Fig. 1: placed cells, one colour a class
Bar = 50 µm.
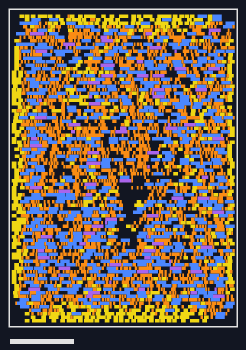
Fig. 2: cell placement
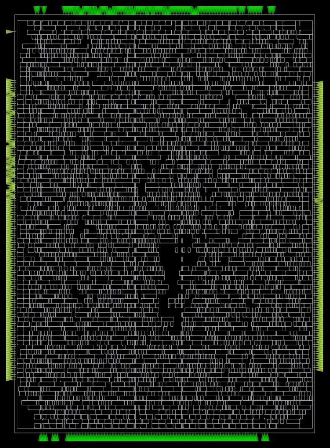
Fig. 3: signal wires on met2
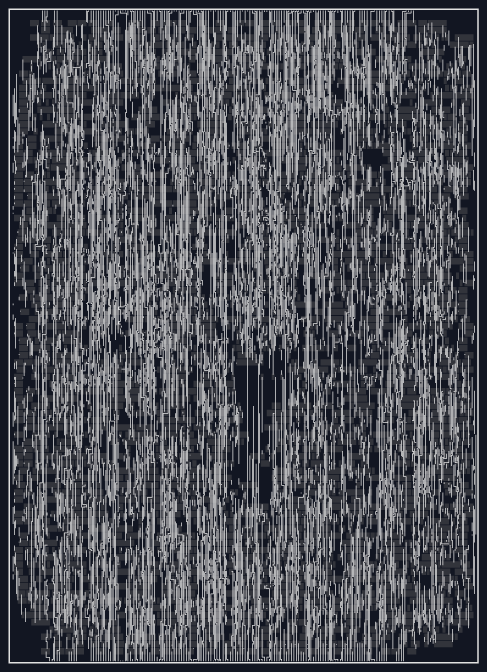
Fig. 4: clock distribution
Bar = 50 µm.
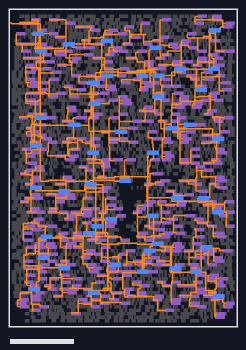
<file path="src/rtl/layer_output_serializer.sv">
// layer_output_serializer
//   Captures one frame of NUM_NEURONS parallel neuron outputs and replays it as
//   a valid/ready word stream in ascending index order, counting completed frames.
//   A new frame can be captured in the same cycle the last word leaves, so
//   back-to-back frames stream with no bubble.
//   Optional build macro: SERIALIZER_RELU_EN -- clamps negative (MSB set)
//   words to zero on out_data; timing and handshakes are unchanged.

module layer_output_serializer #(
   parameter int NUM_NEURONS = 30,
   parameter int data_width  = 16
) (
   input  logic                                  clk,
   input  logic                                  rst,
   input  logic [NUM_NEURONS*data_width-1:0]     in_data,
   input  logic                                  in_valid,
   output logic                                  in_ready,
   output logic [data_width-1:0]                 out_data,
   output logic                                  out_valid,
   input  logic                                  out_ready,
   output logic                                  out_last,
   output logic [$clog2(NUM_NEURONS)-1:0]        out_index,
   output logic [15:0]                           frame_cnt
);

   localparam int IDX_W = $clog2(NUM_NEURONS);
   localparam logic [IDX_W-1:0] LAST_IDX = IDX_W'(NUM_NEURONS - 1);

   localparam logic [0:0] ST_IDLE = 1'b0;
   localparam logic [0:0] ST_SEND = 1'b1;

   // Output word shaping: optional rectification of negative words.
   function automatic logic [data_width-1:0] shape_word(input logic [data_width-1:0] w);
`ifdef SERIALIZER_RELU_EN
      if (w[data_width-1] == 1'b1) begin
         shape_word = {data_width{1'b0}};
      end else begin
         shape_word = w;
      end
`else
      shape_word = w;
`endif
   endfunction

   logic [0:0]                         state_r;
   logic [0:0]                         state_s;
   logic [NUM_NEURONS*data_width-1:0]  frame_r;
   logic [NUM_NEURONS*data_width-1:0]  frame_s;
   logic [IDX_W-1:0]                   index_r;
   logic [IDX_W-1:0]                   index_s;
   logic [IDX_W-1:0]                   next_idx_s;
   logic [data_width-1:0]              data_r;
   logic [data_width-1:0]              data_s;
   logic                               last_r;
   logic                               last_s;
   logic [15:0]                        frame_cnt_r;
   logic [15:0]                        frame_cnt_s;
   logic                               in_ready_s;
   logic                               capture_s;
   logic                               xfer_s;

   // Handshake decode: accept a frame when idle or while the last word is leaving.
   always_comb begin
      in_ready_s = 1'b0;
      if (state_r == ST_IDLE) begin
         in_ready_s = 1'b1;
      end else if ((last_r == 1'b1) && (out_ready == 1'b1)) begin
         in_ready_s = 1'b1;
      end else begin
         in_ready_s = 1'b0;
      end
      capture_s  = in_valid && in_ready_s;
      xfer_s     = (state_r == ST_SEND) && out_ready;
      next_idx_s = index_r + {{(IDX_W-1){1'b0}}, 1'b1};
   end

   // Next-state logic for the FSM, frame buffer, output word and frame counter.
   always_comb begin
      state_s     = state_r;
      frame_s     = frame_r;
      index_s     = index_r;
      data_s      = data_r;
      last_s      = last_r;
      frame_cnt_s = frame_cnt_r;

      if (capture_s) begin
         // New frame (from idle, or chained onto the last word of the previous one).
         frame_s = in_data;
         state_s = ST_SEND;
         index_s = {IDX_W{1'b0}};
         data_s  = shape_word(in_data[data_width-1:0]);
         last_s  = 1'b0;
      end else if (xfer_s) begin
         if (last_r) begin
            state_s = ST_IDLE;
            index_s = {IDX_W{1'b0}};
            data_s  = {data_width{1'b0}};
            last_s  = 1'b0;
         end else begin
            index_s = next_idx_s;
            data_s  = shape_word(frame_r[int'(next_idx_s)*data_width +: data_width]);
            last_s  = (next_idx_s == LAST_IDX);
         end
      end else begin
         // Idle with nothing offered, or stalled: hold everything.
         state_s = state_r;
      end

      if (xfer_s && last_r) begin
         frame_cnt_s = frame_cnt_r + 16'd1;
      end else begin
         frame_cnt_s = frame_cnt_r;
      end
   end

   // State registers with synchronous reset; reset drops any partial frame.
   always_ff @(posedge clk) begin
      if (rst) begin
         state_r     <= ST_IDLE;
         frame_r     <= {(NUM_NEURONS*data_width){1'b0}};
         index_r     <= {IDX_W{1'b0}};
         data_r      <= {data_width{1'b0}};
         last_r      <= 1'b0;
         frame_cnt_r <= 16'd0;
      end else begin
         state_r     <= state_s;
         frame_r     <= frame_s;
         index_r     <= index_s;
         data_r      <= data_s;
         last_r      <= last_s;
         frame_cnt_r <= frame_cnt_s;
      end
   end

   assign in_ready  = in_ready_s;
   assign out_valid = (state_r == ST_SEND);
   assign out_data  = data_r;
   assign out_last  = last_r;
   assign out_index = index_r;
   assign frame_cnt = frame_cnt_r;

endmodule

</file>
<file path="config.mk">
export PLATFORM = sky130hd
export DESIGN_NAME = layer_output_serializer
export DESIGN_NICKNAME = d
export VERILOG_FILES = /design/src/rtl/layer_output_serializer.sv
export SDC_FILE = /design/constraint.sdc
export NUM_CORES = 1
export LEC_CHECK = 0
export ABC_AREA = 1
export ABC_CLOCK_PERIOD_IN_PS = 4550
export CAP_MARGIN = 25
export CORE_ASPECT_RATIO = 1.4
export CORE_UTILIZATION = 55
export DETAILED_ROUTE_END_ITERATION = 7
export PLACE_DENSITY_LB_ADDON = 0.12
export SYNTH_ARGS = -nofsm -noshare
export SYNTH_HDL_FRONTEND = slang
export SYNTH_SLANG_ARGS = --single-unit
</file>
<file path="constraint.sdc">
create_clock -name clk -period 4.55 [get_ports clk]
set_clock_uncertainty 0.1 [all_clocks]
set_input_delay 0.6825 -clock clk [delete_from_list [all_inputs] [get_ports clk]]
set_output_delay 0.6825 -clock clk [all_outputs]
set_load 0.005 [all_outputs]
</file>
==> notes.md <==
yosys + openroad results -> CTS tree yes, main flop type dfxtp_1, Hold Slack around 350 ps, Ports around 520, Clock buf/inv share 0.0517, critical path's slowest cell buf_4, Fmax ~290 MHz, length of routed met2 wiring between 30000 and 40000 µm, ao+oa area frac 0.193, Hold Crit Depth 2, Setup crit end kind output pin, max capacitance violation total 0, Setup Viol. Count Final 0, critical path's top delay family buffers and inverters, Overflow after GRT 0, MUX area fraction 0, Top cells excl fill/tap nand2_1 (789), clkdlybuf4s50_1 (522), dfxtp_1 (518), o21ai_0 (489), a21oi_1 (362), Pre-Place Util 0.562, Area growth syn-to-layout 28.6%, Root Buffer clkbuf_16, total tool warning count roughly 48, Min-Delay Path Class reg -> reg, crit path time final around 3400 ps, P_comb 1.86 mW, NumNets Final approximately 4.3k, R2R Path Start out_index[0], DRT antenna net count 0, EDFF count, synth 0, Met3 Routed Length approximately 5900 µm, Synth Seq Share 0.445, 1st-iter DRT viols 2166, Crit Path Category reg -> out, Hold Startpoint frame_r[182], Sum Neg Setup Slack 0 ps, antenna violations before repair 17, Post-Syn Area around 0.023 mm², sequential power share 0.461, Buffers on Ports roughly 520, area leader, netlist dfxtp_1, All-Layer GR Usage 0.360, register area 0.0104 mm², Worst Setup SP out_index[0], unrepaired setup endpoints after global routing no, Slew HR 0.260, Leak ~13 nW, period utilization 0.756, Worst EP required approximately 3800 ps, Clk power between 4 and 5 mW, Final Max Slew Viols 0, met1 wire length 29400 µm, Synth warnings 0, Non-clock buffers, area share 0.184, RePlAce Congestion between 0.9 and 1, dpl ws approximately 1300 ps, placed cells 4298, Cell Type Count 31, Power Sequential 5.04 mW, critical path cell sequence buf_4 > clkdlybuf4s50_1, Tot Pwr roughly 11 mW, Most flops, register frame_r, largest net degree at the start of global routing around 220, met1 Use GR 0.409, Psw about 2.9 mW, die width 176 µm, first-pass GRT wire length approximately 120000 µm, Mapped Cells 3480, top cells by area dfxtp_1 (45%), nand2_1 (13%), o21ai_0 (10%), Syn Nets around 4.0k, Adder Share, Synth 0.00161, Max IR drop VDD approximately 0.00024 V, R2R cell count 8, vias in the first global route about 23k, Main logic family simple AND/OR/NAND/NOR gates, top-count cell post-synth nand2_1, drt first pass iters 6, sw frac 0.269, Signal inverters roughly 360, Placed Area between 0.02 and 0.03 mm², Clk pwr share 0.368, RR Endpoint out_data[4], met3 GRT Util 0.0606, Final Hold Fails 0, Int Pwr around 8.0 mW, CP arrival 2660 ps, max reg flops ~480, slowest stage delay, CP between 700 and 800 ps, launching element type of the critical path flop, worst reg-to-reg setup slack between 1000 and 1500 ps, DR WL/cell ~18 µm, Hold Path End frame_r[182], chip height approximately 250 µm, Reg clk slew, reported paths roughly 60 ps, status complete, no violations, Buf/Inv on CP 2, # hold bufs at CTS 0, CTS Buf Count 48, # H-tree levels 2, cell count along the critical path 2
Notes on Fig. 1 above:
[yellow] other buffers and delay cells | cells: 544
[purple] clock drivers and dummy loads | cells: 82
[blue] flops | cells: 519
[orange] combinational and other logic | cells: 2695
Util after Layout: 0.723
Core Region: 0.0415 mm²
final instance area: 0.0300 mm²
Seq area share: 0.346

Notes on Fig. 2 above:
registers: 519
Tapcell Cnt: 540
fillers: 3471

Notes on Fig. 3 above:
wire length on this layer: 38.3 mm
share of all routed wire: 48%
main direction: vertical
longest straight run: 106 µm
met2 usage: 0.597
routed wire length: 80200 µm

Notes on Fig. 4 above:
[orange] clock wires | length: 5830 µm
[blue] clock drivers | count: 48
[purple] flip-flops | count: 519
flops lie: widely spread
routed clock nets: 49

Power and IR drop assume default switching activity.
